[config.mk]
export PLATFORM = sky130hd
export DESIGN_NAME = mips_id_stage_decoder
export DESIGN_NICKNAME = d
export VERILOG_FILES = /design/src/rtl/mips_id_stage_decoder.sv
export SDC_FILE = /design/constraint.sdc
export NUM_CORES = 1
export LEC_CHECK = 0
export ABC_AREA = 0
export CORE_AREA = 3 3 317 319
export DETAILED_ROUTE_END_ITERATION = 7
export DIE_AREA = 0 0 320 322
export SETUP_SLACK_MARGIN = 0.3
export SLEW_MARGIN = 20
export SYNTH_ARGS = -nofsm -noshare
export SYNTH_HDL_FRONTEND = slang
export SYNTH_SLANG_ARGS = --single-unit
export TNS_END_PERCENT = 50
[constraint.sdc]
create_clock -name clock -period 20.6 [get_ports clock]
set_input_delay 4.12 -clock clock [delete_from_list [all_inputs] [get_ports clock]]
set_output_delay 4.12 -clock clock [all_outputs]
set_load 0.005 [all_outputs]
[src/rtl/mips_id_stage_decoder.sv]
// MIPS64 ID stage: decodes inst, forwards WB data onto A/B, computes branch/jump targets, registers into the ID latch.
// Optional feature: define ID_TRACE_EN for a simulation-only writeback / reserved-instruction trace.
module mips_id_stage_decoder #(
  parameter int unsigned XLEN = 64
) (
  input  logic            clock,
  input  logic            reset,
  input  logic [31:0]     inst,
  input  logic [XLEN-1:0] pc,
  input  logic [XLEN-1:0] pc4,
  input  logic            stall,
  input  logic            flush,
  input  logic [XLEN-1:0] A_rf,
  input  logic [XLEN-1:0] B_rf,
  input  logic            wb_en,
  input  logic [4:0]      wb_regnum,
  input  logic [XLEN-1:0] wb_data,
  output logic [4:0]      rs,
  output logic [4:0]      rt,
  output logic            B_is_reg,
  output logic [4:0]      id_W_regnum,
  output logic [2:0]      id_alu_op,
  output logic            id_write_enable,
  output logic [1:0]      id_alu_src2,
  output logic [1:0]      id_control_type,
  output logic [1:0]      id_mem_load,
  output logic [1:0]      id_mem_store,
  output logic            id_signed_load,
  output logic            id_lui,
  output logic            id_linkpc,
  output logic            id_slt,
  output logic            id_beq,
  output logic            id_bne,
  output logic            id_syscall,
  output logic            id_reserved,
  output logic [XLEN-1:0] id_A_data,
  output logic [XLEN-1:0] id_B_data,
  output logic [XLEN-1:0] id_branch_target,
  output logic [XLEN-1:0] id_jump_target,
  output logic [XLEN-1:0] id_pc,
  output logic [XLEN-1:0] id_pc4,
  output logic [31:0]     id_inst
);

  typedef enum logic [5:0] {
    OP_SPECIAL = 6'h00, OP_J     = 6'h02, OP_JAL   = 6'h03, OP_BEQ  = 6'h04,
    OP_BNE     = 6'h05, OP_ADDI  = 6'h08, OP_ADDIU = 6'h09, OP_ANDI = 6'h0C,
    OP_ORI     = 6'h0D, OP_XORI  = 6'h0E, OP_LUI   = 6'h0F, OP_DADDIU = 6'h19,
    OP_LB      = 6'h20, OP_LW    = 6'h23, OP_LBU   = 6'h24, OP_SB   = 6'h28,
    OP_SW      = 6'h2B, OP_LD    = 6'h37, OP_SD    = 6'h3F
  } opcode_e;

  typedef enum logic [5:0] {
    F_JR   = 6'h08, F_SYSCALL = 6'h0C, F_ADD  = 6'h20, F_ADDU = 6'h21,
    F_SUB  = 6'h22, F_SUBU    = 6'h23, F_AND  = 6'h24, F_OR   = 6'h25,
    F_XOR  = 6'h26, F_NOR     = 6'h27, F_SLT  = 6'h2A, F_SLTU = 6'h2B,
    F_DADD = 6'h2C, F_DADDU   = 6'h2D
  } funct_e;

  typedef enum logic [2:0] {
    ALU_NONE = 3'd0, ALU_ADD = 3'd2, ALU_SUB = 3'd3, ALU_AND = 3'd4,
    ALU_OR   = 3'd5, ALU_NOR = 3'd6, ALU_XOR = 3'd7
  } alu_op_e;

  typedef enum logic [1:0] {SRC2_B = 2'd0, SRC2_SEXT = 2'd1, SRC2_ZEXT = 2'd2} src2_e;
  typedef enum logic [1:0] {CT_PC4 = 2'd0, CT_BRANCH = 2'd1, CT_JR = 2'd2, CT_JUMP = 2'd3} ctrl_e;
  typedef enum logic [1:0] {MEM_NONE = 2'd0, MEM_BYTE = 2'd1, MEM_WORD = 2'd2, MEM_DWORD = 2'd3} mem_e;
  typedef enum logic [1:0] {RD_RD = 2'd0, RD_RT = 2'd1, RD_R31 = 2'd2} rd_src_e;

  typedef struct packed {
    logic [4:0]      W_regnum;
    alu_op_e         alu_op;
    logic            write_enable;
    src2_e           alu_src2;
    ctrl_e           control_type;
    mem_e            mem_load;
    mem_e            mem_store;
    logic            signed_load;
    logic            lui;
    logic            linkpc;
    logic            slt;
    logic            beq;
    logic            bne;
    logic            syscall;
    logic            reserved;
    logic [XLEN-1:0] A_data;
    logic [XLEN-1:0] B_data;
    logic [XLEN-1:0] branch_target;
    logic [XLEN-1:0] jump_target;
    logic [XLEN-1:0] pc;
    logic [XLEN-1:0] pc4;
    logic [31:0]     inst;
  } id_reg_t;

  logic [5:0] opcode;
  logic [5:0] funct;

  alu_op_e alu_op;
  src2_e   src2;
  ctrl_e   ctrl;
  mem_e    ld;
  mem_e    st;
  rd_src_e rd_src;
  logic    we, sload, is_lui, link, slt, is_beq, is_bne, sys, rsv, b_reg;

  logic [4:0]      w_regnum;
  logic            fwd_a, fwd_b;
  logic [XLEN-1:0] a_val, b_fwd, b_val;
  logic [XLEN-1:0] br_target, j_target;

  id_reg_t id_d, id_q;

  assign opcode   = inst[31:26];
  assign funct    = inst[5:0];
  assign rs       = inst[25:21];
  assign rt       = inst[20:16];
  assign B_is_reg = b_reg;

  always_comb begin
    alu_op = ALU_NONE;
    src2   = SRC2_B;
    ctrl   = CT_PC4;
    ld     = MEM_NONE;
    st     = MEM_NONE;
    rd_src = RD_RD;
    we     = 1'b0;
    sload  = 1'b0;
    is_lui = 1'b0;
    link   = 1'b0;
    slt    = 1'b0;
    is_beq = 1'b0;
    is_bne = 1'b0;
    sys    = 1'b0;
    rsv    = 1'b0;
    b_reg  = 1'b0;
    case (opcode)
      OP_SPECIAL: begin
        b_reg = 1'b1;
        we    = 1'b1;
        case (funct)
          F_ADD, F_ADDU, F_DADD, F_DADDU: alu_op = ALU_ADD;
          F_SUB, F_SUBU:                  alu_op = ALU_SUB;
          F_AND:                          alu_op = ALU_AND;
          F_OR:                           alu_op = ALU_OR;
          F_NOR:                          alu_op = ALU_NOR;
          F_XOR:                          alu_op = ALU_XOR;
          F_SLT, F_SLTU: begin
            alu_op = ALU_SUB;
            slt    = 1'b1;
          end
          F_JR: begin
            ctrl = CT_JR;
            we   = 1'b0;
          end
          F_SYSCALL: begin
            sys = 1'b1;
            we  = 1'b0;
          end
          default: begin
            rsv   = 1'b1;
            we    = 1'b0;
            b_reg = 1'b0;
          end
        endcase
      end
      OP_ADDI, OP_ADDIU, OP_DADDIU: begin
        alu_op = ALU_ADD;
        src2   = SRC2_SEXT;
        rd_src = RD_RT;
        we     = 1'b1;
      end
      OP_ANDI, OP_ORI, OP_XORI: begin
        alu_op = (opcode == OP_ANDI) ? ALU_AND : (opcode == OP_ORI) ? ALU_OR : ALU_XOR;
        src2   = SRC2_ZEXT;
        rd_src = RD_RT;
        we     = 1'b1;
      end
      OP_LUI: begin
        is_lui = 1'b1;
        src2   = SRC2_ZEXT;
        rd_src = RD_RT;
        we     = 1'b1;
      end
      OP_LB, OP_LBU, OP_LW, OP_LD: begin
        alu_op = ALU_ADD;
        src2   = SRC2_SEXT;
        rd_src = RD_RT;
        we     = 1'b1;
        sload  = (opcode == OP_LB);
        ld     = (opcode == OP_LW) ? MEM_WORD : (opcode == OP_LD) ? MEM_DWORD : MEM_BYTE;
      end
      OP_SB, OP_SW, OP_SD: begin
        alu_op = ALU_ADD;
        src2   = SRC2_SEXT;
        rd_src = RD_RT;
        b_reg  = 1'b1;
        st     = (opcode == OP_SW) ? MEM_WORD : (opcode == OP_SD) ? MEM_DWORD : MEM_BYTE;
      end
      OP_BEQ, OP_BNE: begin
        alu_op = ALU_SUB;
        ctrl   = CT_BRANCH;
        rd_src = RD_RT;
        b_reg  = 1'b1;
        is_beq = (opcode == OP_BEQ);
        is_bne = (opcode == OP_BNE);
      end
      OP_J: ctrl = CT_JUMP;
      OP_JAL: begin
        ctrl   = CT_JUMP;
        rd_src = RD_R31;
        link   = 1'b1;
        we     = 1'b1;
      end
      default: rsv = 1'b1;
    endcase
  end

  always_comb begin
    case (rd_src)
      RD_RT:   w_regnum = rt;
      RD_R31:  w_regnum = 5'd31;
      default: w_regnum = inst[15:11];
    endcase
  end

  // $0 is hardwired, so a writeback to it must never be forwarded.
  assign fwd_a = wb_en && (wb_regnum == rs) && (rs != '0);
  assign fwd_b = b_reg && wb_en && (wb_regnum == rt) && (rt != '0);
  assign a_val = fwd_a ? wb_data : A_rf;
  assign b_fwd = fwd_b ? wb_data : B_rf;
  assign b_val = (sys || rsv) ? {{(XLEN-32){1'b0}}, inst} : b_fwd;

  assign br_target = pc4 + {{(XLEN-18){inst[15]}}, inst[15:0], 2'b00};
  assign j_target  = {pc[XLEN-1:28], inst[25:0], 2'b00};

  always_comb begin
    id_d               = '0;
    id_d.W_regnum      = w_regnum;
    id_d.alu_op        = alu_op;
    id_d.write_enable  = we;
    id_d.alu_src2      = src2;
    id_d.control_type  = ctrl;
    id_d.mem_load      = ld;
    id_d.mem_store     = st;
    id_d.signed_load   = sload;
    id_d.lui           = is_lui;
    id_d.linkpc        = link;
    id_d.slt           = slt;
    id_d.beq           = is_beq;
    id_d.bne           = is_bne;
    id_d.syscall       = sys;
    id_d.reserved      = rsv;
    id_d.A_data        = a_val;
    id_d.B_data        = b_val;
    id_d.branch_target = br_target;
    id_d.jump_target   = j_target;
    id_d.pc            = pc;
    id_d.pc4           = pc4;
    id_d.inst          = inst;
  end

  // A bubble still captures pc so a later exception can report it as EPC.
  always_ff @(posedge clock or posedge reset) begin
    if (reset) begin
      id_q <= '0;
    end else if (stall || flush) begin
      id_q    <= '0;
      id_q.pc <= pc;
    end else begin
      id_q <= id_d;
    end
  end

  assign id_W_regnum      = id_q.W_regnum;
  assign id_alu_op        = id_q.alu_op;
  assign id_write_enable  = id_q.write_enable;
  assign id_alu_src2      = id_q.alu_src2;
  assign id_control_type  = id_q.control_type;
  assign id_mem_load      = id_q.mem_load;
  assign id_mem_store     = id_q.mem_store;
  assign id_signed_load   = id_q.signed_load;
  assign id_lui           = id_q.lui;
  assign id_linkpc        = id_q.linkpc;
  assign id_slt           = id_q.slt;
  assign id_beq           = id_q.beq;
  assign id_bne           = id_q.bne;
  assign id_syscall       = id_q.syscall;
  assign id_reserved      = id_q.reserved;
  assign id_A_data        = id_q.A_data;
  assign id_B_data        = id_q.B_data;
  assign id_branch_target = id_q.branch_target;
  assign id_jump_target   = id_q.jump_target;
  assign id_pc            = id_q.pc;
  assign id_pc4           = id_q.pc4;
  assign id_inst          = id_q.inst;

`ifdef ID_TRACE_EN
  always @(posedge clock) begin
    if (!reset && wb_en)
      $display("writeback regnum=%0d data=%h", wb_regnum, wb_data);
    if (!reset && rsv)
      $display("reserved opcode=%h inst=%h", opcode, inst);
  end
`else
`endif

endmodule

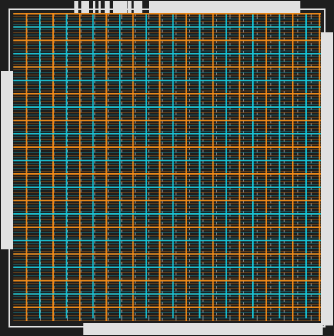
Fig. 1. Power grid.
Pins as bars on the die edge. Tap cells in gray.
| color | net |
|---|---|
| cyan | VDD |
| orange | VSS |
tap cells: 1287
met4 straps: 23
met1 rails: 116
highest ir drop seen on vdd: 0.0568 mV
horizontal die size: 320 microns
height of the die: 322 microns
Core Box Area: 0.0981 sq mm

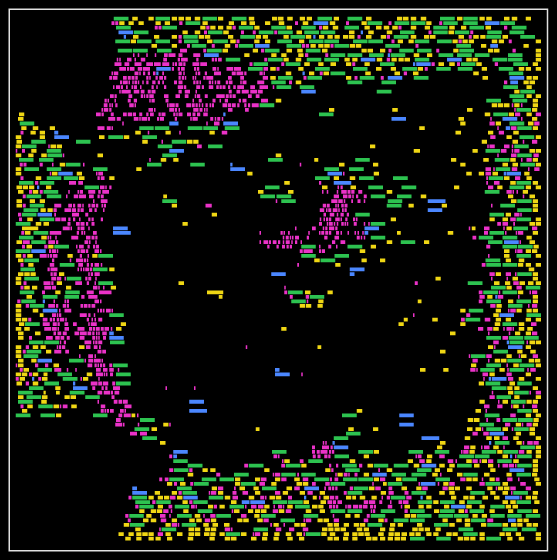
Fig. 2. Placed cells, one color a class.
| color | class | cells |
|---|---|---|
| green | sequential cells | 411 |
| magenta | combinational and other logic | 1134 |
| blue | clock drivers and dummy loads | 93 |
| yellow | remaining buffers and delay cells | 830 |
Util after Layout: 30.0%
flip-flop and latch share of the layout cell area: 35.0%
number of standard-cell rows in the floorplan: 115

registers in the layout (all words and copies together) (netlist names), 2 cells and up:
signal            flops
id_mem_load           2
id_mem_store          2
id_alu_src2           2
id_pc4               64
id_alu_op             3
id_inst              32
id_B_data            64
id_jump_target       36
id_A_data            64
id_control_type       2
id_pc                64
id_branch_target     62
id_W_regnum           5
metrics by stage:
step | setup slack (ns) | utilization, % | instances | power [uW]
floorplan | 5.04 | - | 1678 | 1040
global placement | 9.67 | 28.1 | 3660 | 1280
detailed placement | 9.63 | 28.2 | 3661 | 1280
CTS | 9.63 | 29.9 | 3754 | 2230
global route | 9.43 | 30.0 | 3757 | 2300
finish | 9.65 | 30.0 | 3758 | 2190
synth_stat cells (5+ instances only):
cell and n:
a211oi_1 34, a21o_1 37, a21oi_1 92, a221oi_1 5
a31oi_1 7, and2_1 129, and3_1 5, and4_1 5
buf_2 23, buf_4 40, clkbuf_1 64, dfrtp_1 411
ha_1 63, inv_1 43, mux2i_1 137, nand2_1 64
nand2b_1 7, nand3_1 15, nand4_1 28, nor2_1 222
nor2b_1 10, nor3_1 21, nor3b_1 6, nor4_1 15
o21a_1 6, o21ai_0 32, o21ai_1 7, o21bai_1 15
o31ai_1 5, or2_2 5, or3_1 11, xnor2_1 35
xor2_1 22
layer usage:
metal,routed length [microns],vias to the layer above
li1,-,7234
met1,35600,7774
met2,44000,594
met3,7640,112
met4,1850,0
met5,0,-
final timing paths:
check	startpoint	end	slack, ns	cells past startpoint
max in group asynchronous	reset	id_branch_target[41]	14.38	4
max	inst[27]	B_is_reg	9.65	7
min in group asynchronous	reset	id_B_data[36]	4.10	2
min	pc[1]	id_pc[1]	3.94	1
logic make-up (layout without fill, tap and decap cells):
| group | count (synthesis) | after routing |
|---|---|---|
| compound gates | 282 | 282 |
| simple gates | 548 | 548 |
| other cells | 1 | 5 |
| xor+xnor | 57 | 57 |
| buf+inv | 176 | 966 |
| fa+ha+maj | 64 | 64 |
| flops | 411 | 411 |
| mux | 138 | 138 |
placed cells by master (no fill, tap or decap), types with 5 or more instances in the layout:
cell / n
clkdlybuf4s50_1: 810
dfrtp_1: 411
nor2_1: 221
mux2i_1: 137
and2_1: 129
a21oi_1: 91
nand2_1: 64
ha_1: 63
clkbuf_16: 53
inv_1: 42
a21o_1: 37
xnor2_1: 35
a211oi_1: 34
o21ai_0: 32
nand4_1: 28
xor2_1: 22
nor3_1: 21
buf_4: 16
nor4_1: 15
nand3_1: 15
o21bai_1: 15
or3_1: 11
clkinv_2: 11
clkbuf_1: 11
nor2b_1: 10
o21ai_1: 7
a31oi_1: 7
nand2b_1: 7
nor3b_1: 6
o21a_1: 6
and4_1: 5
o31ai_1: 5
a221oi_1: 5
area by class of cell:
type | count | area share, %
diodes | 3 | 0.0255
clock buffers | 68 | 4.84
clock inverters | 25 | 0.979
inverters | 43 | 0.575
multi-input cells | 1091 | 24.9
flip-flops and latches | 411 | 35.0
well taps | 1287 | 5.48
repair buffers | 830 | 28.2
critical path: cells and delay by family:
family	cells	cell delay [ns]
buffers and inverters	3	1.65
and+or+nand+nor	3	0.86
AOI/OAI and AO/OA	1	0.19
==> impl_results.html <==
<h2>Implementation results</h2>
<table>
<tr><th>Metric</th><th>Value</th></tr>
<tr><th colspan="2">Logic synthesis</th></tr>
<tr><td>Synth area leader</td><td>dfrtp_1</td></tr>
<tr><td>Combined area of all synthesized cells</td><td>0.0184 sq mm</td></tr>
<tr><td>Yosys Chip Area</td><td>0.0184 sq mm</td></tr>
<tr><td>Adder-cell area share of the yosys netlist</td><td>4.39%</td></tr>
<tr><td>Area share of the largest cell type after synthesis</td><td>55.9%</td></tr>
<tr><td>Post-synth mux share</td><td>7.51%</td></tr>
<tr><td>Main kind of combinational logic by area</td><td>simple AND/OR/NAND/NOR gates</td></tr>
<tr><td>Async S/R FF share, synth</td><td>100%</td></tr>
<tr><td>Simple Share, Synth</td><td>14.8%</td></tr>
<tr><td>Main area contributors</td><td>dfrtp_1, mux2i_1, nor2_1</td></tr>
<tr><td>Synthesized netlist cell count</td><td>1677</td></tr>
<tr><td>Yosys cell types</td><td>67</td></tr>
<tr><td>Average cell area after synthesis</td><td>11.0 sq um</td></tr>
<tr><td>Synthesis Warnings</td><td>0</td></tr>
<tr><td>Main flop type after synthesis</td><td>dfrtp_1</td></tr>
<tr><td>Ys cells</td><td>1677</td></tr>
<tr><td>Post-synthesis share of cell area spent on and-or and or-and gates</td><td>10.2%</td></tr>
<tr><td>Yosys reg bits</td><td>411</td></tr>
<tr><td>Post-Synth XOR/XNOR Area</td><td>2.71%</td></tr>
<tr><td>Seq share, synth</td><td>55.9%</td></tr>
<tr><th colspan="2">Global routing</th></tr>
<tr><td>Pin count of the biggest net entering global routing</td><td>116</td></tr>
<tr><td>Via count of the first global-routing pass</td><td>16100</td></tr>
<tr><td>Overall overflow remaining after global route</td><td>0</td></tr>
<tr><td>Total global routing track utilization</td><td>16.6%</td></tr>
<tr><td>GRT Max-Usage Layer</td><td>met2</td></tr>
<tr><td>GR met2 Demand/Resource</td><td>28.8%</td></tr>
<tr><td>Fraction of met1 tracks used by global routing</td><td>19.9%</td></tr>
<tr><td>Global-route wire length before repair</td><td>124000 microns</td></tr>
<tr><td>Global routing met3 resource utilization</td><td>5.93%</td></tr>
<tr><td>Initial antenna violation count</td><td>20</td></tr>
<tr><th colspan="2">Power</th></tr>
<tr><td>Net load switching power</td><td>604 uW</td></tr>
<tr><td>Leakage power</td><td>0.0129 uW</td></tr>
<tr><td>Power in the clock group</td><td>928 uW</td></tr>
<tr><td>Sequential fraction of design power</td><td>39.2%</td></tr>
<tr><td>Power dissipated in combinational cells</td><td>403 uW</td></tr>
<tr><td>Power share of the combinational group</td><td>18.4%</td></tr>
<tr><td>Proportion of power drawn by the clock network</td><td>42.4%</td></tr>
<tr><td>Cell internal pwr</td><td>1580 uW</td></tr>
<tr><td>Reported sequential group power</td><td>857 uW</td></tr>
<tr><td>Power per Cell Area</td><td>74.5 mW/mm^2</td></tr>
<tr><td>Largest power group</td><td>the clock network</td></tr>
<tr><td>Switching power as a share of total power</td><td>27.6%</td></tr>
<tr><th colspan="2">CTS</th></tr>
<tr><td>Clock tree root driver cell</td><td>clkbuf_16</td></tr>
<tr><td>Max Buffers Root-to-Sink</td><td>3</td></tr>
<tr><td>Post-CTS setup repair buffer count</td><td>0</td></tr>
<tr><td>CTS Hold Bufs</td><td>0</td></tr>
<tr><td>Number of CTS-inserted buffers</td><td>52</td></tr>
<tr><td>Clock tree from TritonCTS</td><td>built</td></tr>
<tr><td>Clk pin slew, worst setup/hold paths</td><td>0.06 ns</td></tr>
<tr><th colspan="2">Place</th></tr>
<tr><td>Instance area after placement</td><td>0.0276 sq mm</td></tr>
<tr><td>Routability congestion estimate</td><td>0.881</td></tr>
<tr><td>Detailed Place HPWL</td><td>71000 microns</td></tr>
<tr><td>Number of buffer cells added on primary ports</td><td>811</td></tr>
<tr><th colspan="2">Timing</th></tr>
<tr><td>Setup tns final</td><td>0 ns</td></tr>
<tr><td>Headroom to the max-slew limit</td><td>35.2%</td></tr>
<tr><td># setup viols final</td><td>0</td></tr>
<tr><td>Tmin final</td><td>10.95 ns</td></tr>
<tr><td>Post-layout period usage of the worst path</td><td>53.2%</td></tr>
<tr><td>Hold WS</td><td>3.94 ns</td></tr>
<tr><td>Highest clock rate</td><td>0.0913 GHz</td></tr>
<tr><th colspan="2">Setup path</th></tr>
<tr><td>Worst Path Arrival</td><td>6.83 ns</td></tr>
<tr><td>Cells along the critical path</td><td>clkdlybuf4s50_1, inv_1, nand2_1, nor3_1, o21ai_1, nand2_1, clkdlybuf4s50_1</td></tr>
<tr><td>Cell with the biggest individual delay on the critical path</td><td>clkdlybuf4s50_1</td></tr>
<tr><td>Element type at the critical path end</td><td>primary output</td></tr>
<tr><td>Worst-path maximum fanout</td><td>13</td></tr>
<tr><td>Worst Path Required</td><td>16.48 ns</td></tr>
<tr><td>Crit Path Class</td><td>primary input to primary output</td></tr>
<tr><th colspan="2">Cells and area</th></tr>
<tr><td>Final non-filler cell area</td><td>0.0294 sq mm</td></tr>
<tr><td>Layout cells sized above 1</td><td>5.23%</td></tr>
<tr><td>Area growth, synth to finish</td><td>59.7%</td></tr>
<tr><td>Filler cell count in the final layout</td><td>10200</td></tr>
<tr><td>Layout Nets</td><td>2855</td></tr>
<tr><td>Register area</td><td>0.0103 sq mm</td></tr>
<tr><th colspan="2">Detailed routing</th></tr>
<tr><td>Number of DRC markers after the initial detailed-route iteration</td><td>1090</td></tr>
<tr><td>DRC Markers</td><td>0</td></tr>
<tr><td>Iteration count of the initial detailed-routing pass</td><td>5</td></tr>
<tr><td>Per-cell via count in the routed design</td><td>4.18</td></tr>
<tr><td>Routed WL</td><td>89000 microns</td></tr>
<tr><td>Vias after detailed routing</td><td>15700</td></tr>
<tr><th colspan="2">Run</th></tr>
<tr><td>Max Cap Violations</td><td>0</td></tr>
<tr><td>Tool warnings</td><td>31</td></tr>
<tr><th colspan="2">Floorplanning</th></tr>
<tr><td>Area of the die</td><td>0.103 sq mm</td></tr>
<tr><td>Fp_density</td><td>18.8%</td></tr>
<tr><th colspan="2">Status</th></tr>
<tr><td>Result of the run</td><td>finished, final reports clean</td></tr>
<tr><th colspan="2">Worst hold path</th></tr>
<tr><td>Type of the most critical hold path</td><td>primary input to register</td></tr>
</table>
Power is estimated from default activity; no workload was simulated.
